**src/rtl/burst_rd_pkg.sv**
```systemverilog
// Shared types and beat address / byte-enable helpers for burst_rd_ctrl.
// Wrap arithmetic is only exercised when BURST_WRAP_EN is defined.
package burst_rd_pkg;

  typedef enum logic [1:0] {
    S_IDLE,
    S_FETCH,
    S_DRAIN
  } state_e;

  localparam int unsigned DEF_DATA_WIDTH = 64;
  localparam int unsigned BEN_LOG2 = $clog2(DEF_DATA_WIDTH / 8);
  localparam int unsigned MAX_BEN = 128;

  function automatic int unsigned eff_size(
    input int unsigned size,
    input int unsigned bl
  );
    return (size < bl) ? size : bl;
  endfunction

  function automatic logic [63:0] beat_addr(
    input logic [63:0] addr,
    input int unsigned size,
    input int unsigned beat,
    input logic        wrap,
    input int unsigned len,
    input int unsigned bl
  );
    int unsigned es;
    logic [63:0] aaddr;
    logic [63:0] inc;
    logic [63:0] wb;
    es    = eff_size(size, bl);
    aaddr = addr & ~((64'd1 << es) - 64'd1);
    inc   = aaddr + (64'(beat) << es);
    wb    = 64'(len + 1) << es;
    if (wrap)
      return (aaddr & ~(wb - 64'd1)) | (inc & (wb - 64'd1));
    return inc;
  endfunction

  function automatic logic [MAX_BEN-1:0] beat_ben(
    input logic [63:0] baddr,
    input int unsigned size,
    input int unsigned bl
  );
    int unsigned es;
    int unsigned off;
    logic [MAX_BEN-1:0] m;
    es  = eff_size(size, bl);
    m   = (es >= 7) ? '1
        : ((MAX_BEN'(1) << (1 << es)) - MAX_BEN'(1));
    off = 32'(baddr[6:0]) & ((32'd1 << bl) - 32'd1);
    return m << off;
  endfunction

endpackage

```
**src/rtl/burst_rd_ctrl_if.sv**
```systemverilog
// Request, device and response channels of burst_rd_ctrl.
// REQ_WRAP exists only when BURST_WRAP_EN is defined.
interface burst_rd_ctrl_if #(
  parameter int unsigned DATA_WIDTH = 64,
  parameter int unsigned ADDR_WIDTH = 20,
  parameter int unsigned LEN_WIDTH  = 3,
  parameter int unsigned SIZE_WIDTH = 3
);
  localparam int unsigned BEN_WIDTH = DATA_WIDTH / 8;

  logic                  REQ_VLD;
  logic                  REQ_RDY;
  logic [ADDR_WIDTH-1:0] REQ_ADDR;
  logic [LEN_WIDTH-1:0]  REQ_LEN;
  logic [SIZE_WIDTH-1:0] REQ_SIZE;
`ifdef BURST_WRAP_EN
  logic                  REQ_WRAP;
`endif
  logic                  DEV_REQ;
  logic                  DEV_ACK;
  logic [ADDR_WIDTH-1:0] DEV_ADDR;
  logic [DATA_WIDTH-1:0] DEV_DATA;
  logic                  RSP_VLD;
  logic                  RSP_RDY;
  logic [DATA_WIDTH-1:0] RSP_DATA;
  logic [BEN_WIDTH-1:0]  RSP_BEN;
  logic                  RSP_LAST;

  modport slave (
`ifdef BURST_WRAP_EN
    input  REQ_WRAP,
`endif
    input  REQ_VLD, REQ_ADDR, REQ_LEN, REQ_SIZE,
    output REQ_RDY,
    output DEV_REQ, DEV_ADDR,
    input  DEV_ACK, DEV_DATA,
    output RSP_VLD, RSP_DATA, RSP_BEN, RSP_LAST,
    input  RSP_RDY
  );

  modport master (
`ifdef BURST_WRAP_EN
    output REQ_WRAP,
`endif
    output REQ_VLD, REQ_ADDR, REQ_LEN, REQ_SIZE,
    input  REQ_RDY,
    input  DEV_REQ, DEV_ADDR,
    output DEV_ACK, DEV_DATA,
    input  RSP_VLD, RSP_DATA, RSP_BEN, RSP_LAST,
    output RSP_RDY
  );

endinterface

```
**src/rtl/burst_rd_fifo.sv**
```systemverilog
// Synchronous response buffer; power-of-two depth, head entry
// always visible on rdata.
module burst_rd_fifo #(
  parameter int unsigned WIDTH = 8,
  parameter int unsigned DEPTH = 4
) (
  input  logic                   clk,
  input  logic                   rst_n,
  input  logic                   push,
  input  logic [WIDTH-1:0]       wdata,
  input  logic                   pop,
  output logic [WIDTH-1:0]       rdata,
  output logic                   full,
  output logic                   empty,
  output logic [$clog2(DEPTH):0] count
);
  localparam int unsigned AW = $clog2(DEPTH);

  logic [WIDTH-1:0] mem_q [DEPTH];
  logic [AW-1:0]    wp_q, wp_d;
  logic [AW-1:0]    rp_q, rp_d;
  logic [AW:0]      cnt_q, cnt_d;
  logic             do_push, do_pop;

  always_comb begin
    full    = (cnt_q == (AW+1)'(DEPTH));
    empty   = (cnt_q == '0);
    do_push = push && !full;
    do_pop  = pop && !empty;
    wp_d    = do_push ? wp_q + 1'b1 : wp_q;
    rp_d    = do_pop ? rp_q + 1'b1 : rp_q;
    cnt_d   = cnt_q;
    if (do_push && !do_pop)
      cnt_d = cnt_q + 1'b1;
    else if (do_pop && !do_push)
      cnt_d = cnt_q - 1'b1;
  end

  assign rdata = mem_q[rp_q];
  assign count = cnt_q;

  always_ff @(posedge clk or negedge rst_n) begin
    if (!rst_n) begin
      wp_q  <= '0;
      rp_q  <= '0;
      cnt_q <= '0;
    end else begin
      wp_q  <= wp_d;
      rp_q  <= rp_d;
      cnt_q <= cnt_d;
    end
  end

  // Storage needs no reset: nothing is read before it is written.
  always_ff @(posedge clk) begin
    if (do_push)
      mem_q[wp_q] <= wdata;
  end

endmodule

```
**src/rtl/burst_rd_ctrl.sv**
```systemverilog
// Burst read controller: one request in, single-beat device fetches,
// buffered beats out. Wrapping bursts need BURST_WRAP_EN.
module burst_rd_ctrl
  import burst_rd_pkg::*;
#(
  parameter int unsigned DATA_WIDTH = 64,
  parameter int unsigned ADDR_WIDTH = 20,
  parameter int unsigned LEN_WIDTH  = 3,
  parameter int unsigned SIZE_WIDTH = 3,
  parameter int unsigned BUF_DEPTH  = 4
) (
  input  logic             CLK,
  input  logic             RESETn,
  burst_rd_ctrl_if.slave   bus
);
  localparam int unsigned BEN_WIDTH = DATA_WIDTH / 8;
  localparam int unsigned BL        = $clog2(BEN_WIDTH);
  localparam int unsigned FW        = DATA_WIDTH + BEN_WIDTH + 1;
  localparam int unsigned CW        = $clog2(BUF_DEPTH) + 1;

  state_e                state_q, state_d;
  logic                  req_rdy_q, req_rdy_d;
  logic [ADDR_WIDTH-1:0] addr_q, addr_d;
  logic [LEN_WIDTH-1:0]  len_q, len_d;
  logic [LEN_WIDTH-1:0]  issue_q, issue_d;
  logic [SIZE_WIDTH-1:0] size_q, size_d;
  logic                  wrap_q, wrap_d;

  logic [ADDR_WIDTH-1:0] baddr;
  logic [BEN_WIDTH-1:0]  ben;
  logic                  dev_req, push, pop, last, accept;
  logic                  full, empty, wrap_in;
  logic [CW-1:0]         count;
  logic [FW-1:0]         wdata, rdata;

`ifdef BURST_WRAP_EN
  logic [LEN_WIDTH:0] beats;
  assign beats   = {1'b0, bus.REQ_LEN} + 1'b1;
  // Non power-of-two beat counts fall back to incrementing.
  assign wrap_in = bus.REQ_WRAP && ((beats & (beats - 1'b1)) == '0);
`else
  assign wrap_in = 1'b0;
`endif

  always_comb begin
    baddr   = ADDR_WIDTH'(beat_addr(64'(addr_q), 32'(size_q),
                32'(issue_q), wrap_q, 32'(len_q), BL));
    ben     = BEN_WIDTH'(beat_ben(64'(baddr), 32'(size_q), BL));
    last    = (issue_q == len_q);
    dev_req = (state_q == S_FETCH) && (count < CW'(BUF_DEPTH));
    push    = dev_req && bus.DEV_ACK && !full;
    pop     = !empty && bus.RSP_RDY;
    accept  = req_rdy_q && bus.REQ_VLD;
    wdata   = {bus.DEV_DATA, ben, last};

    state_d = state_q;
    addr_d  = addr_q;
    len_d   = len_q;
    size_d  = size_q;
    wrap_d  = wrap_q;
    issue_d = issue_q;
    case (state_q)
      S_IDLE: if (accept) begin
        addr_d  = bus.REQ_ADDR;
        len_d   = bus.REQ_LEN;
        size_d  = bus.REQ_SIZE;
        wrap_d  = wrap_in;
        issue_d = '0;
        state_d = S_FETCH;
      end
      S_FETCH: if (push) begin
        issue_d = issue_q + 1'b1;
        if (last)
          state_d = S_DRAIN;
      end
      S_DRAIN: if (pop && rdata[0])
        state_d = S_IDLE;
      default: state_d = S_IDLE;
    endcase
    req_rdy_d = (state_d == S_IDLE);
  end

  always_ff @(posedge CLK or negedge RESETn) begin
    if (!RESETn) begin
      state_q   <= S_IDLE;
      req_rdy_q <= 1'b0;
      addr_q    <= '0;
      len_q     <= '0;
      size_q    <= '0;
      wrap_q    <= 1'b0;
      issue_q   <= '0;
    end else begin
      state_q   <= state_d;
      req_rdy_q <= req_rdy_d;
      addr_q    <= addr_d;
      len_q     <= len_d;
      size_q    <= size_d;
      wrap_q    <= wrap_d;
      issue_q   <= issue_d;
    end
  end

  burst_rd_fifo #(
    .WIDTH (FW),
    .DEPTH (BUF_DEPTH)
  ) u_fifo (
    .clk   (CLK),
    .rst_n (RESETn),
    .push  (push),
    .wdata (wdata),
    .pop   (pop),
    .rdata (rdata),
    .full  (full),
    .empty (empty),
    .count (count)
  );

  assign bus.REQ_RDY  = req_rdy_q;
  assign bus.DEV_REQ  = dev_req;
  assign bus.DEV_ADDR = dev_req ? baddr : '0;
  assign bus.RSP_VLD  = !empty;
  assign {bus.RSP_DATA, bus.RSP_BEN, bus.RSP_LAST} =
    empty ? '0 : rdata;

endmodule

```
**src/flat_wrapper.sv**
```systemverilog
// flat-port wrapper written by rule: the top's interface ports become plain ports
module burst_rd_ctrl_flat import burst_rd_pkg::*;
#(
  parameter int unsigned DATA_WIDTH = 64,
  parameter int unsigned ADDR_WIDTH = 20,
  parameter int unsigned LEN_WIDTH  = 3,
  parameter int unsigned SIZE_WIDTH = 3,
  parameter int unsigned BUF_DEPTH  = 4
)
  (CLK, RESETn, bus_REQ_VLD, bus_REQ_ADDR, bus_REQ_LEN, bus_REQ_SIZE, bus_REQ_RDY, bus_DEV_REQ, bus_DEV_ADDR, bus_DEV_ACK, bus_DEV_DATA, bus_RSP_VLD, bus_RSP_DATA, bus_RSP_BEN, bus_RSP_LAST, bus_RSP_RDY);
  burst_rd_ctrl_if #(.DATA_WIDTH(DATA_WIDTH), .ADDR_WIDTH(ADDR_WIDTH), .LEN_WIDTH(LEN_WIDTH), .SIZE_WIDTH(SIZE_WIDTH)) bus_i ();
  input  logic CLK;
  input  logic RESETn;
  input wire logic [$bits(bus_i.REQ_VLD)-1:0] bus_REQ_VLD;
  input wire logic [$bits(bus_i.REQ_ADDR)-1:0] bus_REQ_ADDR;
  input wire logic [$bits(bus_i.REQ_LEN)-1:0] bus_REQ_LEN;
  input wire logic [$bits(bus_i.REQ_SIZE)-1:0] bus_REQ_SIZE;
  output wire logic [$bits(bus_i.REQ_RDY)-1:0] bus_REQ_RDY;
  output wire logic [$bits(bus_i.DEV_REQ)-1:0] bus_DEV_REQ;
  output wire logic [$bits(bus_i.DEV_ADDR)-1:0] bus_DEV_ADDR;
  input wire logic [$bits(bus_i.DEV_ACK)-1:0] bus_DEV_ACK;
  input wire logic [$bits(bus_i.DEV_DATA)-1:0] bus_DEV_DATA;
  output wire logic [$bits(bus_i.RSP_VLD)-1:0] bus_RSP_VLD;
  output wire logic [$bits(bus_i.RSP_DATA)-1:0] bus_RSP_DATA;
  output wire logic [$bits(bus_i.RSP_BEN)-1:0] bus_RSP_BEN;
  output wire logic [$bits(bus_i.RSP_LAST)-1:0] bus_RSP_LAST;
  input wire logic [$bits(bus_i.RSP_RDY)-1:0] bus_RSP_RDY;
  assign bus_i.REQ_VLD = bus_REQ_VLD;
  assign bus_i.REQ_ADDR = bus_REQ_ADDR;
  assign bus_i.REQ_LEN = bus_REQ_LEN;
  assign bus_i.REQ_SIZE = bus_REQ_SIZE;
  assign bus_REQ_RDY = bus_i.REQ_RDY;
  assign bus_DEV_REQ = bus_i.DEV_REQ;
  assign bus_DEV_ADDR = bus_i.DEV_ADDR;
  assign bus_i.DEV_ACK = bus_DEV_ACK;
  assign bus_i.DEV_DATA = bus_DEV_DATA;
  assign bus_RSP_VLD = bus_i.RSP_VLD;
  assign bus_RSP_DATA = bus_i.RSP_DATA;
  assign bus_RSP_BEN = bus_i.RSP_BEN;
  assign bus_RSP_LAST = bus_i.RSP_LAST;
  assign bus_i.RSP_RDY = bus_RSP_RDY;
  burst_rd_ctrl #(.DATA_WIDTH(DATA_WIDTH), .ADDR_WIDTH(ADDR_WIDTH), .LEN_WIDTH(LEN_WIDTH), .SIZE_WIDTH(SIZE_WIDTH), .BUF_DEPTH(BUF_DEPTH)) u_core (.CLK(CLK), .RESETn(RESETn), .bus(bus_i));
endmodule
```
**config.mk**
```make
export PLATFORM = sky130hd
export DESIGN_NAME = burst_rd_ctrl_flat
export DESIGN_NICKNAME = d
export VERILOG_FILES = /design/src/rtl/burst_rd_pkg.sv /design/src/rtl/burst_rd_ctrl_if.sv /design/src/rtl/burst_rd_fifo.sv /design/src/rtl/burst_rd_ctrl.sv /design/src/flat_wrapper.sv
export SDC_FILE = /design/constraint.sdc
export NUM_CORES = 1
export LEC_CHECK = 0
export CAP_MARGIN = 40
export CORE_AREA = 8 8 159 199
export CTS_CLUSTER_DIAMETER = 40
export DETAILED_ROUTE_END_ITERATION = 10
export DIE_AREA = 0 0 167 207
export MAX_ROUTING_LAYER = met4
export PLACE_DENSITY_LB_ADDON = 0.15
export SYNTH_ARGS = -nofsm -noshare
export SYNTH_HDL_FRONTEND = slang
export SYNTH_SLANG_ARGS = --single-unit
```
**constraint.sdc**
```tcl
create_clock -name CLK -period 9.15 [get_ports CLK]
set_clock_uncertainty 0.2 [all_clocks]
set_input_delay 1.83 -clock CLK [delete_from_list [all_inputs] [get_ports CLK]]
set_output_delay 1.83 -clock CLK [all_outputs]
set_load 0.05 [all_outputs]
```
==> images/layer_met4.png <==
Cells faint in the background.
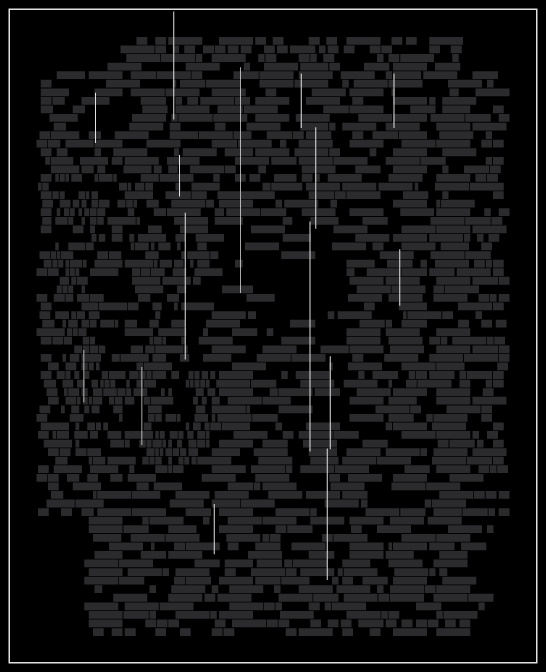
- share of all routed wire: 1.6%
- nets with wire on the layer: 9
- main direction: vertical

==> images/layer_met3.png <==
The bar under the picture is 50 um long.
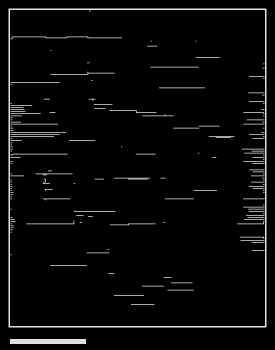
- share of all routed wire: 5.0%
- longest straight run: 36.1 um
- main direction: horizontal

==> run_results.csv <==
group,metric,value,unit
critical_path,crit_start,"u_core.size_q[1]$_DFFE_PN0P_",
placement,routabilityCongestion,0.874,
critical_path,worst_path_max_delay_cell,"clkdlybuf4s50_1",
synth,synth_seq_share,69.6,%
layout,share_of_cells_above_drive_strength_1,18.7,%
synth,post_synth_num_cell_types,59,
synth,synth-compound-area-share,4.04,%
final_timing,grt_setup_unrepaired,"no",
routing,wirelength,29.1,mm
critical_path,r2r_slack,5.75,ns
global_routing,initial_antenna_violation_count,0,
pwr,swShare,40.3,%
synth,synthSimpleGateAreaFrac,7.38,%
critical_path,timing.critical_path.from_type,"flip-flop",
outcome,run_status,"finished clean",
synth,yosys_most_used_dff,"edfxtp_1",
synth,syn_inst,793,
pwr,internal_power,4.10,mW
job,maxCapViolCount,0,
global_routing,grt_start_max_net_pins,52,
pwr,p_seq_share,31.2,%
routing,detail_route.iter0.violations,464,
floorplanning,die_outline_area,34600,sq um
final_timing,hold_violations,0,
routing,viasPerCell,5.48,
pwr,powerDensity,391,nW/um^2
synth,post_synth_mux_area_share,14.0,%
layout,final_layout_top_logic_cell,"edfxtp_1",
synth,fa_ha_area_share,1.98,%
routing,route.detailed.drc,0,
clock_network,tritoncts_num_sinks,331,
critical_path,timing.setup.critical_path_class,"flip-flop to output port",
synth,synth_chip_area,14000,sq um
routing,routed-wl-met2,15.0,mm
critical_path,endpoint_kind,"output port",
clock_network,clock_path_buffers,3,
clock_network,tritoncts_clock_tree,"yes",
placement,detailed_place_hpwl,18.6,mm
critical_path,critical_path.max_stage_delay,0.82,ns
final_timing,fin_tns_setup,0,ns
critical_path,path_depth,11,
pwr,max_vdd_drop,0.285,mV
floorplanning,placeable_core_area,28600,sq um
clock_network,insertion_delay,0.50,ns
synth,synthesized_area,14000,sq um
floorplanning,initial_core_util,48.9,%
synth,number_of_enable_type_register_cells_in_the_synthesized_netlist,292,
critical_path,timing.critical_path.buf_inv,2,
clock_network,post_cts.resized_instances,0,
pwr,total_switching_power,2.76,mW
routing,dr_total_vias,7585,
critical_path,data_arrival_time_of_the_worst_path,4.30,ns
critical_path,crit_fanout,11,
pwr,share_clk_of_total_power,21.0,%
synth,synth_area_per_cell,17.6,sq um
floorplanning,floorplan.rows,70,
clock_network,postCtsHoldBufs,0,
final_timing,worst_pin_slew,0.743,ns
synth,top_cells_by_area,"edfxtp_1 (63%), mux4_2 (12%), dfrtp_1 (7.0%)",
routing,number_of_detailed_routing_iterations_run_before_antenna_repair,4,
final_timing,final-max-slew-violation-count,0,
routing,postRouteAntennaNets,0,
routing,top_layer_used_by_detailed_routing,"met4",
critical_path,path_delay_family,"AND-OR/OR-AND gates",
global_routing,grt_pass1_vias,8244,
clock_network,clock-root-buffer,"clkbuf_16",
critical_path,worstReg2RegStart,"u_core.size_q[1]$_DFFE_PN0P_",
clock_network,ctsHtreeMaxLevel,2,
min_path,timing.hold.worst_endpoint,"u_core.addr_q[7]$_DFFE_PN0P_",
layout,syn_to_final_growth,25.5,%
pwr,share_comb_of_total_power,47.8,%
synth,synth.largest_area_cell,"edfxtp_1",
final_timing,max-slew-margin-rel,50.5,%
critical_path,crit_chain,"nor2_1 -> inv_1 -> ha_1 -> nor2b_1 -> ha_1 -> a21oi_1 -> o211ai_2 -> o211ai_2 -> a2111oi_2 -> o21bai_1 -> clkdlybuf4s50_1",
clock_network,tritoncts.num_buffers,38,
routing,m1WireLength,12.2,mm
routing,post_drt_wl_per_cell,21.0,um
final_timing,timing.final.setup_violations,0,
synth,yosys-stat-cells,793,
placement,buffer_ports.inserted,190,
pwr,power.total,6.86,mW
placement,dp_slack,3.31,ns
floorplanning,die_width,167,um
synth,netlist.top_cell.by_instances,"edfxtp_1",
final_timing,setup_slack,2.82,ns
synth,ys_async_sr_fraction,11.8,%
critical_path,worst-endpoint-required,7.12,ns
synth,top_logic_kind,"multiplexers",
layout,most-common-layout-cells,"edfxtp_1 (292), clkdlybuf4s50_1 (189), and2_1 (81)",
critical_path,worstRegToRegCells,10,
global_routing,globalRouteOverflowTotal,0,
final_timing,fmax,158,MHz
min_path,hold_path_startpoint,"u_core.addr_q[7]$_DFFE_PN0P_",
critical_path,endpoint_of_the_worst_slack_reg_to_reg_timing_path,"u_core.u_fifo.mem_q[1][8]$_DFFE_PP_",
min_path,holdPathStages,1,
clock_network,cts.clk_slew.worst_paths,0.06,ns
global_routing,grt_first_pass_wirelength,46.3,mm
clock_network,cts_setup_buffers,0,
synth,top_cell_area_share,62.6,%
final_timing,layout_worst_path_cycle_share,69.1,%
pwr,power.static_leakage,5.97,nW
synth,synth.yosys.warnings,0,
job,warnings,29,
global_routing,grtUsageTotal,17.4,%
layout,fill_cells,2091,
synth,common_cells,"edfxtp_1 (292), and2_1 (81), mux4_2 (73), dfrtp_1 (39), nand2_1 (25)",
min_path,hold_class,"flip-flop to flip-flop",
synth,yosys_register_bits,331,
routing,routed-wl-met3,1.45,mm
synth,xor_area_share,1.00,%
layout,insertedDiodeCount,0,
layout,design.final.nets,1111,
floorplanning,fp.dieH,207,um
floorplanning,design.portCount,191,
critical_path,setup.worst_path.end,"bus_DEV_ADDR[14]",
final_timing,timing.final.crit_period,6.33,ns
==> images/layer_met1.png <==
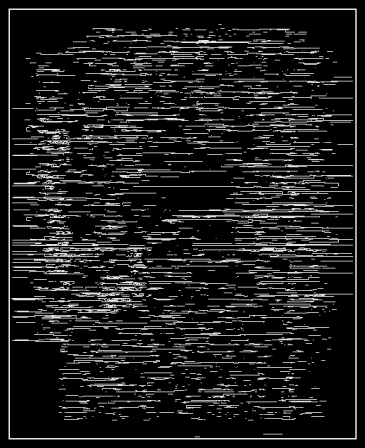
- wire length on this layer: 12200 um
- longest straight run: 51.5 um

==> images/congestion.png <==
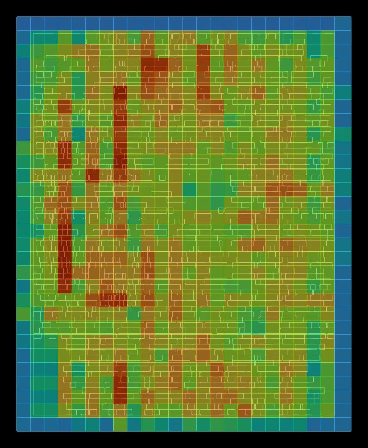
global-route track usage on met2: 29.5%
most heavily used metal layer in global routing: met2
core occupancy in the finished layout: 61.3%
met1 demand-to-capacity share in global routing: 21.2%
met3 Usage GRT: 3.56%

## cell type report
cell class,count,area (sq um),share of cell area (%)
Inverter,12,45.0,0.256
Clock inverter,21,188,1.07
Clock buffer,47,1030,5.84
Tap cell,360,450,2.56
Timing Repair Buffer,204,2080,11.8
Multi-Input combinational cell,408,4030,22.9
Sequential cell,331,9750,55.5
## flip-flops by register name (all words and copies together), names as in the netlist
| register | flops |
|---|---|
| u_core.u_fifo.mem_q | 292 |
| u_core.addr_q | 20 |
| u_core.u_fifo.rp_q | 2 |
| u_core.len_q | 3 |
| u_core.bus.REQ_RDY | 1 |
| u_core.size_q | 3 |
| u_core.u_fifo.wp_q | 2 |
| u_core.issue_q | 3 |
| u_core.u_fifo.count | 3 |
| u_core.state_q | 2 |
## stage by stage
stage / area [sq um] / instances / utilization, % / hold slack, ns
after floorplan: 14000 / 798 / - / 0.248
after global placement: 16200 / 1309 / 56.7 / 0.294
after detailed placement: 16400 / 1315 / 57.1 / 0.292
after CTS: 17600 / 1383 / 61.3 / 0.307
after global routing: 17600 / 1383 / 61.3 / 0.326
final: 17600 / 1383 / 61.3 / 0.302
## layer usage
metal  vias to the layer above  GRT usage (%)
met5                         -              -
met4                         0           4.26
met3                        38           3.56
met2                       202           29.5
met1                      3842           21.2
li1                       3503              -
## power by group through the flow
stage               clock (mW)  sequential, mW  combinational (mW)
floorplan                    0            2.09                2.40
global placement             0            2.22                3.21
detailed placement           0            2.18                3.31
CTS                       1.47            2.15                3.32
global route              1.53            2.17                3.50
finish                    1.44            2.14                3.28
No activity file was given, so power comes from the tool's default toggle rates.
